$ cat config.mk
export PLATFORM = sky130hd
export DESIGN_NAME = uart_rx_bcd_uint32
export DESIGN_NICKNAME = d
export VERILOG_FILES = /design/src/rtl/uart_pkg.sv /design/src/rtl/uart_rx_byte.sv /design/src/rtl/uart_rx_bcd_uint32.sv
export SDC_FILE = /design/constraint.sdc
export NUM_CORES = 1
export LEC_CHECK = 0
export ABC_CLOCK_PERIOD_IN_PS = 2750
export CAP_MARGIN = 20
export CELL_PAD_IN_SITES_DETAIL_PLACEMENT = 0
export CELL_PAD_IN_SITES_GLOBAL_PLACEMENT = 2
export CORE_AREA = 2 2 111 113
export CTS_CLUSTER_SIZE = 25
export DETAILED_ROUTE_END_ITERATION = 7
export DIE_AREA = 0 0 113 115
export PLACE_DENSITY = 0.77
export REMOVE_ABC_BUFFERS = 1
export SYNTH_ARGS = -nofsm -noshare
export SYNTH_HDL_FRONTEND = slang
export SYNTH_HIERARCHICAL = 1
export SYNTH_SLANG_ARGS = --single-unit
$ cat constraint.sdc
create_clock -name clk -period 2.75 [get_ports clk]
set_clock_uncertainty 0.2 [all_clocks]
set_input_delay 0.55 -clock clk [delete_from_list [all_inputs] [get_ports clk]]
set_output_delay 0.55 -clock clk [all_outputs]
set_load 0.02 [all_outputs]
$ cat src/rtl/uart_pkg.sv
// Shared UART receive constants: oversampling rate, ASCII codes and the rx FSM state encoding.
package uart_pkg;

  localparam int OVERSAMPLE = 16;
  localparam int MID_SAMPLE = 7;
  localparam int OS_W       = $clog2(OVERSAMPLE);

  localparam logic [7:0] ASCII_0  = 8'h30;
  localparam logic [7:0] ASCII_9  = 8'h39;
  localparam logic [7:0] ASCII_CR = 8'h0D;
  localparam logic [7:0] ASCII_LF = 8'h0A;

  typedef enum logic [2:0] {
    RX_IDLE      = 3'd0,
    RX_START     = 3'd1,
    RX_DATA      = 3'd2,
    RX_PARITY    = 3'd3,
    RX_STOP      = 3'd4,
    RX_WAIT_HIGH = 3'd5
  } rx_state_t;

endpackage

$ cat src/rtl/uart_rx_byte.sv
// 16x-oversampled UART byte receiver (8N1, or 8E1 when UART_RX_PARITY_EN is defined).
// Output pulses are registered: data_strobe/frame_err/parity_err are high for exactly one clk.
module uart_rx_byte
  import uart_pkg::*;
#(
  parameter int SAMPLE_DIV = 78
) (
  input  logic       clk,
  input  logic       reset,
  input  logic       serial_rx,
  output logic [7:0] data,
  output logic       data_strobe,
  output logic       frame_err,
  output logic       parity_err,
  output rx_state_t  state_dbg
);

  localparam int CNT_W = $clog2(SAMPLE_DIV);

  logic             rx_meta, rxs;
  logic [CNT_W-1:0] cnt;
  logic [OS_W-1:0]  os;
  logic [2:0]       bit_idx;
  logic [7:0]       shift;
  rx_state_t        state, state_nxt;
  logic             tick, mid;
  logic             load_byte, frame_fire, par_fire, par_bad;

  always_ff @(posedge clk or negedge reset) begin
    if (!reset) begin
      rx_meta <= 1'b1;
      rxs     <= 1'b1;
    end else begin
      rx_meta <= serial_rx;
      rxs     <= rx_meta;
    end
  end

  assign tick = (cnt == CNT_W'(SAMPLE_DIV - 1));
  assign mid  = tick && (os == OS_W'(MID_SAMPLE));

  // Counters rest at zero while idle so the first tick is phase-locked to the start edge;
  // os then wraps every 16 ticks, keeping every later os=7 sample at mid-bit.
  always_ff @(posedge clk or negedge reset) begin
    if (!reset) begin
      cnt <= '0;
      os  <= '0;
    end else if (state == RX_IDLE || state == RX_WAIT_HIGH) begin
      cnt <= '0;
      os  <= '0;
    end else if (tick) begin
      cnt <= '0;
      os  <= os + OS_W'(1);
    end else begin
      cnt <= cnt + CNT_W'(1);
    end
  end

  always_ff @(posedge clk or negedge reset) begin
    if (!reset) begin
      bit_idx <= '0;
      shift   <= '0;
    end else if (state == RX_START) begin
      bit_idx <= '0;
    end else if (state == RX_DATA && mid) begin
      shift   <= {rxs, shift[7:1]};
      bit_idx <= bit_idx + 3'd1;
    end
  end

  always_ff @(posedge clk or negedge reset) begin
    if (!reset) state <= RX_IDLE;
    else        state <= state_nxt;
  end

  always_comb begin
    state_nxt  = state;
    load_byte  = 1'b0;
    frame_fire = 1'b0;
    par_fire   = 1'b0;
    case (state)
      RX_IDLE:  if (!rxs) state_nxt = RX_START;
      RX_START: if (mid) state_nxt = rxs ? RX_IDLE : RX_DATA;
      RX_DATA: begin
        if (mid && bit_idx == 3'd7) begin
`ifdef UART_RX_PARITY_EN
          state_nxt = RX_PARITY;
`else
          state_nxt = RX_STOP;
`endif
        end
      end
`ifdef UART_RX_PARITY_EN
      RX_PARITY: begin
        if (mid) begin
          par_fire  = (rxs != ^shift);
          state_nxt = RX_STOP;
        end
      end
`endif
      RX_STOP: begin
        if (mid) begin
          if (rxs) begin
            load_byte = !par_bad;
            state_nxt = RX_IDLE;
          end else begin
            frame_fire = 1'b1;
            state_nxt  = RX_WAIT_HIGH;
          end
        end
      end
      RX_WAIT_HIGH: if (rxs) state_nxt = RX_IDLE;
      default: state_nxt = RX_IDLE;
    endcase
  end

`ifdef UART_RX_PARITY_EN
  always_ff @(posedge clk or negedge reset) begin
    if (!reset) begin
      par_bad    <= 1'b0;
      parity_err <= 1'b0;
    end else begin
      parity_err <= par_fire;
      if (state == RX_START) par_bad <= 1'b0;
      else if (par_fire)     par_bad <= 1'b1;
    end
  end
`else
  assign par_bad    = 1'b0;
  assign parity_err = 1'b0;
`endif

  always_ff @(posedge clk or negedge reset) begin
    if (!reset) begin
      data        <= '0;
      data_strobe <= 1'b0;
      frame_err   <= 1'b0;
    end else begin
      data_strobe <= load_byte;
      frame_err   <= frame_fire;
      if (load_byte) data <= shift;
    end
  end

  assign state_dbg = state;

endmodule

$ cat src/rtl/uart_rx_bcd_uint32.sv
// UART receive path that assembles CR/LF-terminated ASCII decimal lines into packed BCD.
// Even-parity reception is built in when UART_RX_PARITY_EN is defined.
module uart_rx_bcd_uint32
  import uart_pkg::*;
#(
  parameter int SAMPLE_DIV = 78,
  parameter int MAX_DIGITS = 8
) (
  input  logic                    clk,
  input  logic                    reset,
  input  logic                    serial_rx,
  output logic [7:0]              data,
  output logic                    data_strobe,
  output logic                    frame_err,
  output logic [4*MAX_DIGITS-1:0] value,
  output logic                    value_strobe,
  output logic                    line_err,
  output logic                    parity_err,
  output rx_state_t               rx_state
);

  localparam int VW = 4 * MAX_DIGITS;
  localparam int CW = $clog2(MAX_DIGITS + 1);

  logic [VW-1:0] acc;
  logic [CW-1:0] count;
  logic          is_digit, is_term;

  uart_rx_byte #(.SAMPLE_DIV(SAMPLE_DIV)) u_rx (
    .clk         (clk),
    .reset       (reset),
    .serial_rx   (serial_rx),
    .data        (data),
    .data_strobe (data_strobe),
    .frame_err   (frame_err),
    .parity_err  (parity_err),
    .state_dbg   (rx_state)
  );

  assign is_digit = (data >= ASCII_0) && (data <= ASCII_9);
  assign is_term  = (data == ASCII_CR) || (data == ASCII_LF);

  // Digits beyond MAX_DIGITS simply push the oldest digit out of the top of acc.
  always_ff @(posedge clk or negedge reset) begin
    if (!reset) begin
      acc          <= '0;
      count        <= '0;
      value        <= '0;
      value_strobe <= 1'b0;
      line_err     <= 1'b0;
    end else begin
      value_strobe <= 1'b0;
      line_err     <= 1'b0;
      if (data_strobe) begin
        if (is_digit) begin
          acc <= {acc[VW-5:0], data[3:0]};
          if (count != CW'(MAX_DIGITS)) count <= count + CW'(1);
        end else if (is_term) begin
          if (count != '0) begin
            value        <= acc;
            value_strobe <= 1'b1;
            acc          <= '0;
            count        <= '0;
          end
        end else begin
          acc      <= '0;
          count    <= '0;
          line_err <= 1'b1;
        end
      end
    end
  end

endmodule
==> impl_metrics.csv <==
group,metric,value,unit
finish,logic_gates,188,
status,violations,"design-rule violations",
route,wl_met3,351,µm
finish,largestRegisters,"acc (32), value (32)",
synth,synthTopLogicFamily,"multiplexers",
global_routing,grt_antenna_before_repair,0,
global_routing,grt_pass1_vias,2714,
synth,yosysUniqueCellTypes,47,
synth,syn_inst,316,
finish,num_antenna_cells,0,
pwr,pg_comb,0.0000398,W
pwr,p_clk_share,44.5,%
global_routing,grt_pass1_wl,13800,µm
critical_path,regToRegEndpoint,"value[22]$_DFFE_PN0P_",
finish,inv_count,6,
synth,yosysMostFrequentCell,"dfrtp_1",
synth,synth_xor_xnor_area_share,1.75,%
clock_network,ctsLongestPathBuffers,2,
worst_hold_path,hold_path_end,"u_rx/rxs$_DFF_PN1_",
route,drc,6,
sta,rsz0062_at_grt,"false",
synth,edf_count,0,
critical_path,critPathCapture,"value[22]$_DFFE_PN0P_",
critical_path,cp-startpoint,"count[0]$_DFFE_PN0P_",
worst_hold_path,min_from,"u_rx/rx_meta$_DFF_PN1_",
synth,top_cells_by_area,"dfrtp_1 (58%), mux2_4 (9.7%), a22o_1 (6.4%)",
finish,seq_share,49.3,%
synth,ys_sh_aoi,9.69,%
route,wl,8050,µm
clock_network,cts_hold_buf,1,
critical_path,critPathRequiredTime,2.78,ns
synth,yosysWarnings,6,
status,status,"complete, but fails checks",
die,nWellTaps,147,
synth,avgSynthCellArea,14.2,µm²
sta,max-slew-margin-rel,56.5,%
synth,yosysCellCount,316,
## metrics by stage
step / area (µm²) / util, % / instances / worst slack, ns
final: 5440 / 46.0 / 520 / 0.434
after global routing: 5440 / 46.0 / 520 / 0.349
after CTS: 5440 / 46.0 / 520 / 0.435
after detailed placement: 5120 / 43.4 / 503 / 0.440
after global placement: 5120 / 43.4 / 503 / 0.467
after floorplan: 4370 / - / 301 / -0.248
## critical path: cells and delay by family, from the launching register on
family,cells,cell delay [ns]
multiplexers,1,0.36
flip-flops,1,0.40
AND/OR/NAND/NOR,3,0.71
buffers and inverters,2,0.34
adder cells (fa/ha/maj),1,0.17
Figure 1. The clock network.
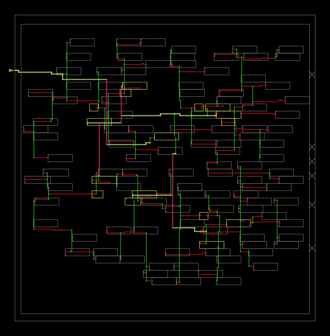
clock buffer count from CTS: 9
Seq cells: 107
CLK BUF: 10
clk latency late pin: 0.34 ns
clk sink count: 107

Figure 2. Sizing map.
Scale: 2 px per µm.
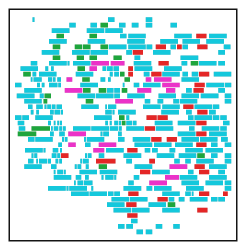
Red shows _3 and _4 cells, cells 36, share 9.7%. Magenta shows _6 and larger, cells 18, share 4.8%. Green shows _2 cells, cells 30, share 8.0%. Cyan shows _0 and _1 cells, cells 289, share 77%.

Figure 3. Met3 routing.
Scale: 3 px per µm.
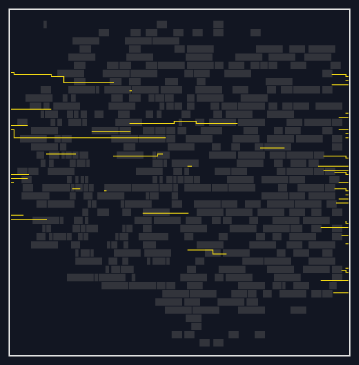
The layer holds 4.4% of the routed length. The wires run mostly horizontal. 38 nets have wire on it. The longest straight run is 50.4 µm.

Power figures rest on the tool's default switching activity, not on a simulated workload.
